### config.mk
export PLATFORM = sky130hd
export DESIGN_NAME = phy_rx_lane_align_flat
export DESIGN_NICKNAME = d
export VERILOG_FILES = /design/src/rtl/phy_rx_lane_align_pkg.sv /design/src/rtl/phy_rx_lane_align_if.sv /design/src/rtl/phy_rx_lane_align_lane.sv /design/src/rtl/phy_rx_lane_align.sv /design/src/flat_wrapper.sv
export SDC_FILE = /design/constraint.sdc
export NUM_CORES = 1
export LEC_CHECK = 0
export CAP_MARGIN = 20
export CORE_MARGIN = 2
export CORE_UTILIZATION = 45
export CTS_CLUSTER_DIAMETER = 40
export DETAILED_ROUTE_END_ITERATION = 16
export GPL_ROUTABILITY_DRIVEN = 0
export PLACE_DENSITY = 0.77
export SETUP_SLACK_MARGIN = 0.2
export SLEW_MARGIN = 20
export SYNTH_ARGS = -nofsm -noshare
export SYNTH_HDL_FRONTEND = slang
export SYNTH_SLANG_ARGS = --single-unit
### constraint.sdc
create_clock -name clk_8f -period 1.3 [get_ports clk_8f]
set_input_delay 0.13 -clock clk_8f [delete_from_list [all_inputs] [get_ports clk_8f]]
set_output_delay 0.13 -clock clk_8f [all_outputs]
set_load 0.005 [all_outputs]
### src/rtl/phy_rx_lane_align_pkg.sv
// Shared types and constants for the serial PHY receive lane aligner.
package phy_rx_pkg;

    localparam int                BYTE_W        = 8;
    localparam logic [BYTE_W-1:0] COMMA_DEFAULT = 8'hBC;

    typedef enum logic [1:0] {
        HUNT   = 2'd0,
        ALIGN  = 2'd1,
        ACTIVE = 2'd2
    } lane_state_e;

endpackage

### src/rtl/phy_rx_lane_align_if.sv
// Lane bundle between the pad-side serial inputs and the byte-domain unstriping logic.
interface phy_rx_lane_align_if #(
    parameter int LANES = 2
);
    logic [LANES-1:0]                     data_in;
    logic [LANES-1:0]                     lane_en;
    logic [phy_rx_pkg::BYTE_W*LANES-1:0]  data_out;
    logic [LANES-1:0]                     valid_out;
    logic [LANES-1:0]                     active_out;
    logic                                 all_active;

    modport master (
        output data_in, lane_en,
        input  data_out, valid_out, active_out, all_active
    );

    modport slave (
        input  data_in, lane_en,
        output data_out, valid_out, active_out, all_active
    );
endinterface

### src/rtl/phy_rx_lane_align_lane.sv
// One receive lane: input register chain, byte shift register and comma-lock FSM.
module phy_rx_lane
    import phy_rx_pkg::*;
#(
    parameter int                SYNC_STAGES = 1,
    parameter logic [BYTE_W-1:0] COMMA       = COMMA_DEFAULT,
    parameter int                COMMA_COUNT = 4
) (
    input  logic              clk_8f,
    input  logic              reset,
    input  logic              data_in,
    input  logic              lane_en,
    output logic [BYTE_W-1:0] data_out,
    output logic              valid_out,
    output logic              active_out
);

    localparam int               CNT_W      = $clog2(COMMA_COUNT + 1);
    localparam logic [CNT_W-1:0] CNT_TARGET = CNT_W'(COMMA_COUNT);

    logic [SYNC_STAGES-1:0] sync_q;
    logic [BYTE_W-1:0]      sr_q;
    lane_state_e            state_q, state_d;
    logic [2:0]             bit_cnt_q, bit_cnt_d;
    logic [CNT_W-1:0]       comma_cnt_q, comma_cnt_d;
    logic [BYTE_W-1:0]      data_q, data_d;
    logic                   valid_q, valid_d;
    logic                   active_q;
    logic                   clear;
    logic                   is_comma;
    logic                   boundary;

    // NOTE: reset and lane disable are sampled on the clock edge, so they are plain terms of the clear condition, not sensitivity-list entries.
    assign clear    = !reset || !lane_en;
    assign is_comma = (sr_q == COMMA);
    assign boundary = (bit_cnt_q == 3'd7);

    // NOTE: sequential state uses non-blocking assignments so every flop samples pre-edge values.
    always_ff @(posedge clk_8f) begin
        if (clear) begin
            sync_q <= '0;
            sr_q   <= '0;
        end else begin
            sync_q[0] <= data_in;
            for (int k = 1; k < SYNC_STAGES; k++) begin
                sync_q[k] <= sync_q[k-1];
            end
            sr_q <= {sr_q[BYTE_W-2:0], sync_q[SYNC_STAGES-1]};
        end
    end

    always_ff @(posedge clk_8f) begin
        if (clear) begin
            state_q     <= HUNT;
            bit_cnt_q   <= '0;
            comma_cnt_q <= '0;
            data_q      <= '0;
            valid_q     <= 1'b0;
            active_q    <= 1'b0;
        end else begin
            state_q     <= state_d;
            bit_cnt_q   <= bit_cnt_d;
            comma_cnt_q <= comma_cnt_d;
            data_q      <= data_d;
            valid_q     <= valid_d;
            active_q    <= (state_d == ACTIVE);
        end
    end

    // NOTE: every always_comb output gets a default first so no path can infer a latch.
    always_comb begin
        state_d     = state_q;
        bit_cnt_d   = bit_cnt_q + 3'd1;
        comma_cnt_d = comma_cnt_q;
        data_d      = data_q;
        valid_d     = 1'b0;

        unique case (state_q)
            HUNT: begin
                bit_cnt_d = '0;
                if (is_comma) begin
                    comma_cnt_d = CNT_W'(1);
                    state_d     = (COMMA_COUNT == 1) ? ACTIVE : ALIGN;
                end
            end
            ALIGN: begin
                if (boundary) begin
                    if (is_comma) begin
                        comma_cnt_d = comma_cnt_q + CNT_W'(1);
                        if (comma_cnt_d == CNT_TARGET) begin
                            state_d = ACTIVE;
                        end
                    end else begin
                        comma_cnt_d = '0;
                        state_d     = HUNT;
                    end
                end
            end
            ACTIVE: begin
                // A data byte equal to the comma is treated as idle and dropped.
                if (boundary && !is_comma) begin
                    data_d  = sr_q;
                    valid_d = 1'b1;
                end
            end
            default: state_d = HUNT;
        endcase
    end

    assign data_out   = data_q;
    assign valid_out  = valid_q;
    assign active_out = active_q;

endmodule

### src/rtl/phy_rx_lane_align.sv
// Multi-lane receive front end: independent comma-aligned lanes plus an all-lanes-active flag.
module phy_rx_lane_align
    import phy_rx_pkg::*;
#(
    parameter int                LANES       = 2,
    parameter int                SYNC_STAGES = 1,
    parameter logic [BYTE_W-1:0] COMMA       = COMMA_DEFAULT,
    parameter int                COMMA_COUNT = 4
) (
    input  logic               clk_8f,
    input  logic               reset,
    phy_rx_lane_align_if.slave bus
);

    logic [BYTE_W-1:0] lane_data   [LANES];
    logic              lane_valid  [LANES];
    logic              lane_active [LANES];

    for (genvar i = 0; i < LANES; i++) begin : g_lane
        phy_rx_lane #(
            .SYNC_STAGES (SYNC_STAGES),
            .COMMA       (COMMA),
            .COMMA_COUNT (COMMA_COUNT)
        ) u_lane (
            .clk_8f     (clk_8f),
            .reset      (reset),
            .data_in    (bus.data_in[i]),
            .lane_en    (bus.lane_en[i]),
            .data_out   (lane_data[i]),
            .valid_out  (lane_valid[i]),
            .active_out (lane_active[i])
        );
    end

    // Pack per-lane results onto the bus; lanes are not deskewed against each other.
    always_comb begin
        bus.data_out   = '0;
        bus.valid_out  = '0;
        bus.active_out = '0;
        bus.all_active = 1'b1;
        for (int i = 0; i < LANES; i++) begin
            bus.data_out[BYTE_W*i +: BYTE_W] = lane_data[i];
            bus.valid_out[i]                 = lane_valid[i];
            bus.active_out[i]                = lane_active[i];
            bus.all_active                   = bus.all_active & lane_active[i];
        end
    end

endmodule
### src/flat_wrapper.sv
// flat-port wrapper written by rule: the top's interface ports become plain ports
module phy_rx_lane_align_flat import phy_rx_pkg::*;
#(
    parameter int                LANES       = 2,
    parameter int                SYNC_STAGES = 1,
    parameter logic [BYTE_W-1:0] COMMA       = COMMA_DEFAULT,
    parameter int                COMMA_COUNT = 4
)
  (clk_8f, reset, bus_data_in, bus_lane_en, bus_data_out, bus_valid_out, bus_active_out, bus_all_active);
  phy_rx_lane_align_if #(.LANES(LANES)) bus_i ();
  input  logic clk_8f;
  input  logic reset;
  input wire logic [$bits(bus_i.data_in)-1:0] bus_data_in;
  input wire logic [$bits(bus_i.lane_en)-1:0] bus_lane_en;
  output wire logic [$bits(bus_i.data_out)-1:0] bus_data_out;
  output wire logic [$bits(bus_i.valid_out)-1:0] bus_valid_out;
  output wire logic [$bits(bus_i.active_out)-1:0] bus_active_out;
  output wire logic [$bits(bus_i.all_active)-1:0] bus_all_active;
  assign bus_i.data_in = bus_data_in;
  assign bus_i.lane_en = bus_lane_en;
  assign bus_data_out = bus_i.data_out;
  assign bus_valid_out = bus_i.valid_out;
  assign bus_active_out = bus_i.active_out;
  assign bus_all_active = bus_i.all_active;
  phy_rx_lane_align #(.LANES(LANES), .SYNC_STAGES(SYNC_STAGES), .COMMA(COMMA), .COMMA_COUNT(COMMA_COUNT)) u_core (.clk_8f(clk_8f), .reset(reset), .bus(bus_i));
endmodule
Cell outlines without signal wires:
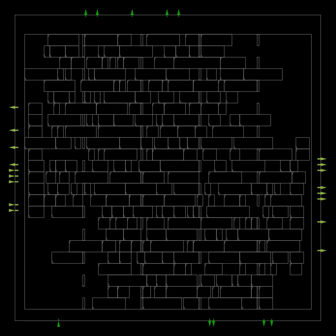
Rows: 24
Seq Cell Count: 54
Final Core Density: 65.9%
Tapcells: 52
non-filler cells, final: 312

Sizing map:
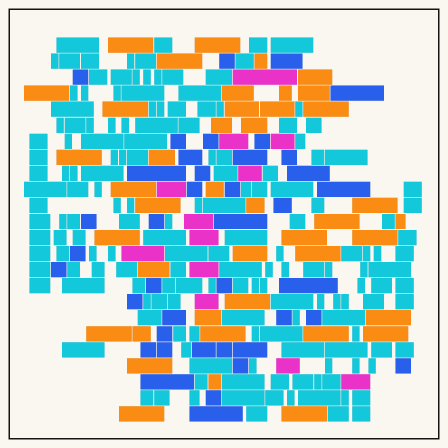
[_3 and _4 cells] blue | cells: 40 | share: 15% | most used: buf_4
[_6 and larger] magenta | cells: 12 | share: 4.6% | most used: clkbuf_8
[_2 cells] orange | cells: 42 | share: 16% | most used: dfxtp_2
[_0 and _1 cells] cyan | cells: 166 | share: 64% | most used: nand2_1
Final Cell Area: 0.00293 mm^2
Buffers excl. clock: 56

-- area by class of cell --
class / count / area, um^2
Multi-Input combinational cell: 129 / 1110
Inverter: 14 / 52.6
Clock buffer: 6 / 82.6
Tap cell: 52 / 65.1
Sequential cell: 54 / 1110
Fill cell: 346 / 1510
Timing Repair Buffer: 56 / 483
Clock inverter: 1 / 30.0
-- path summary, 6_finish.rpt --
path,startpoint,end,slack (ns),cells after the start
setup / recovery,u_core.g_lane[1].u_lane.sr_q[6],u_core.g_lane[1].u_lane.comma_cnt_q[1],-0.09,4
hold / removal,bus_data_in[0],u_core.g_lane[0].u_lane.sync_q,0.43,2
setup reg to reg,u_core.g_lane[1].u_lane.sr_q[6],u_core.g_lane[1].u_lane.comma_cnt_q[1],-0.09,4
hold reg to reg,u_core.g_lane[1].u_lane.bit_cnt_q[0],u_core.g_lane[1].u_lane.bit_cnt_q[0],0.43,1
-- cells by family after synthesis --
group,count (synthesis)
simple gates,85
flops,54
buf+inv,26
compound gates,17
mux,17
fa+ha+maj,8
xor+xnor,2
-- placed cells by master, fill, tap and decap left out, drive strengths merged, types with 3 or more instances in the layout --
cell,netlist,routed
and3,8,8
buf,12,31
clkbuf,0,6
nand4b,4,4
clkdlybuf4s50,0,5
and2,3,3
mux2i,16,16
nor2,4,4
nand2,41,41
inv,14,14
ha,8,8
dlygate4sd2,0,20
dfxtp,54,54
nand3,5,5
or2,3,3
-- power by group through the flow --
stage / clock network, mW / registers [mW] / logic [mW]
6_report: 1.15 / 1.66 / 0.0769
5_1_grt: 1.23 / 1.66 / 0.0840
4_1_cts: 1.18 / 1.66 / 0.0764
3_5_place_dp: 0 / 1.70 / 0.0744
3_3_place_gp: 0 / 1.70 / 0.0738
2_1_floorplan: 0 / 1.70 / 0.0330
-- flip-flops by register name (all words and copies together) (netlist names) --
register / count
u_core.g_lane.u_lane.active_out: 2
u_core.g_lane.u_lane.bit_cnt_q: 6
u_core.g_lane.u_lane.comma_cnt_q: 6
u_core.g_lane.u_lane.data_out: 16
u_core.g_lane.u_lane.sr_q: 16
u_core.g_lane.u_lane.state_q: 4
u_core.g_lane.u_lane.sync_q: 2
u_core.g_lane.u_lane.valid_out: 2
-- routing by layer --
metal | share of wire [%] | up-vias
li1 | - | 810
met1 | 48 | 752
met2 | 46 | 31
met3 | 3.5 | 8
met4 | 2.1 | 0
met5 | 0 | -
-- metrics by stage --
stage                     utilization (%)  instance area, um^2  cells  hold WS, ns
final                                65.9                 2930    312        0.430
after global routing                 65.9                 2930    312        0.453
after CTS                            63.6                 2830    308        0.427
after detailed placement             58.7                 2610    293        0.424
after global placement               58.7                 2610    293        0.417
after floorplan                         -                 2220    209        0.276
-- what timing repair did --
| action | 4_1_cts | 5_1_grt |
|---|---|---|
| pin swaps | 7 | 9 |
| gates resized | 50 | 20 |
| buffers inserted | 8 | 4 |
| hold buffers | 0 | 0 |
| setup endpoints to repair | 51 | 30 |
==> reports/summary.txt <==
Outcome - finished, violations left
Failing checks - setup timing
Post-synth top cells - 54 x dfxtp_1, 41 x nand2_1, 16 x mux2i_1
P per Cell Area - 984 mW/mm^2
Clk sinks - 54
Min-delay worst type - input port to flop
Ys cells - 209
Post-layout min period - 1.39 ns
Layout net count - 274
Design Power - 2.88 mW
Crit path DAT - 1.61 ns
Synthesized net count - 223
Max Cap Viol - 0
Worst-Margin Slew - 0.343 ns
Final Skew - 0.0129 ns
Largest net degree at the start of global routing - 25
Clock buffer depth - 2
Crit-path leading delay family - simple AND/OR/NAND/NOR gates
DRT Pass-1 Iters - 4
Synth Area in XOR/XNOR - 0.827%
Pre-CTS setup slack - -0.0944 ns
Worst setup EP type - flop
DRC viols - 0
Yosys aoi share - 6.97%
Ys flops - 54
Vias per cell - 5.13
Top Ports - 27
Most crowded layer after global routing - met2
Comb pwr share - 2.7%
Switching Fraction - 19.9%
CTS root buf - clkbuf_8
Switching power - 0.574 mW
ANT cells - 0
Reg power frac - 57.5%
GRT overflow - 0
Internal - 2.31 mW
Drt initial violations - 79
CTS buffer count - 5
First-pass GRT wire length - 6.96 mm
Asr flop ratio synth - 0%
CTS tree - done
Area grow syn2layout - 38.4%
Max Clk Rate - 720 MHz
CP max FO - 5
Final slew viol count - 0
Synthesized cell area - 0.00212 mm^2
Unique cell types - 41
Syn Area/Cell - 10.1 um^2
Clock transition at path regs - 0.09 ns
Sum of buffers and inverters on the critical path - 1
Maximum VDD drop - 0.573 mV
Setup TNS - -0.242 ns
Synth logic family - simple AND/OR/NAND/NOR gates
Final wirelength - 4.32 mm
Top cells by area - dfxtp_1 51%, mux2i_1 7.6%, nand2_1 7.3%, ha_1 4.7%, inv_1 2.5%
Die height - 72.6 um
Cell type with the largest total area - dfxtp_1
Final period util - 107%
Main synth FF type - dfxtp_1
Clk_lat worst skew - 0.31 ns
CP peak stage delay - 0.37 ns
Met2 Use GR - 26.4%
Ys Warns - 0
Post-synth seq share - 51.1%
Pre-Place Util - 47.6%
Worst endpoint required time - 1.52 ns
# port buffers - 26
Antenna-violating nets left - 0
Slowest CP cell - or3_4
Final Hold Vio Count - 0
Vias post-DR - 1601
Grt met3 use - 3.31%
Worst setup margin - -0.0893 ns
Global-route usage over all layers - 16.9%
Met1 usage - 22.9%
Simple share - 22.1%
Final Setup Violations - 5
Area leader share - 51.1%
DP Wirelength - 2.79 mm
MUX area fraction - 8.10%
Tool warnings - 31
Post-Synthesis Cells - 209
Drt wl/cell - 13.8 um
CORE AREA - 0.00444 mm^2
Fa+ha+maj area frac - 4.73%
Synth top cell by count - dfxtp_1
Power and IR drop assume default switching activity.
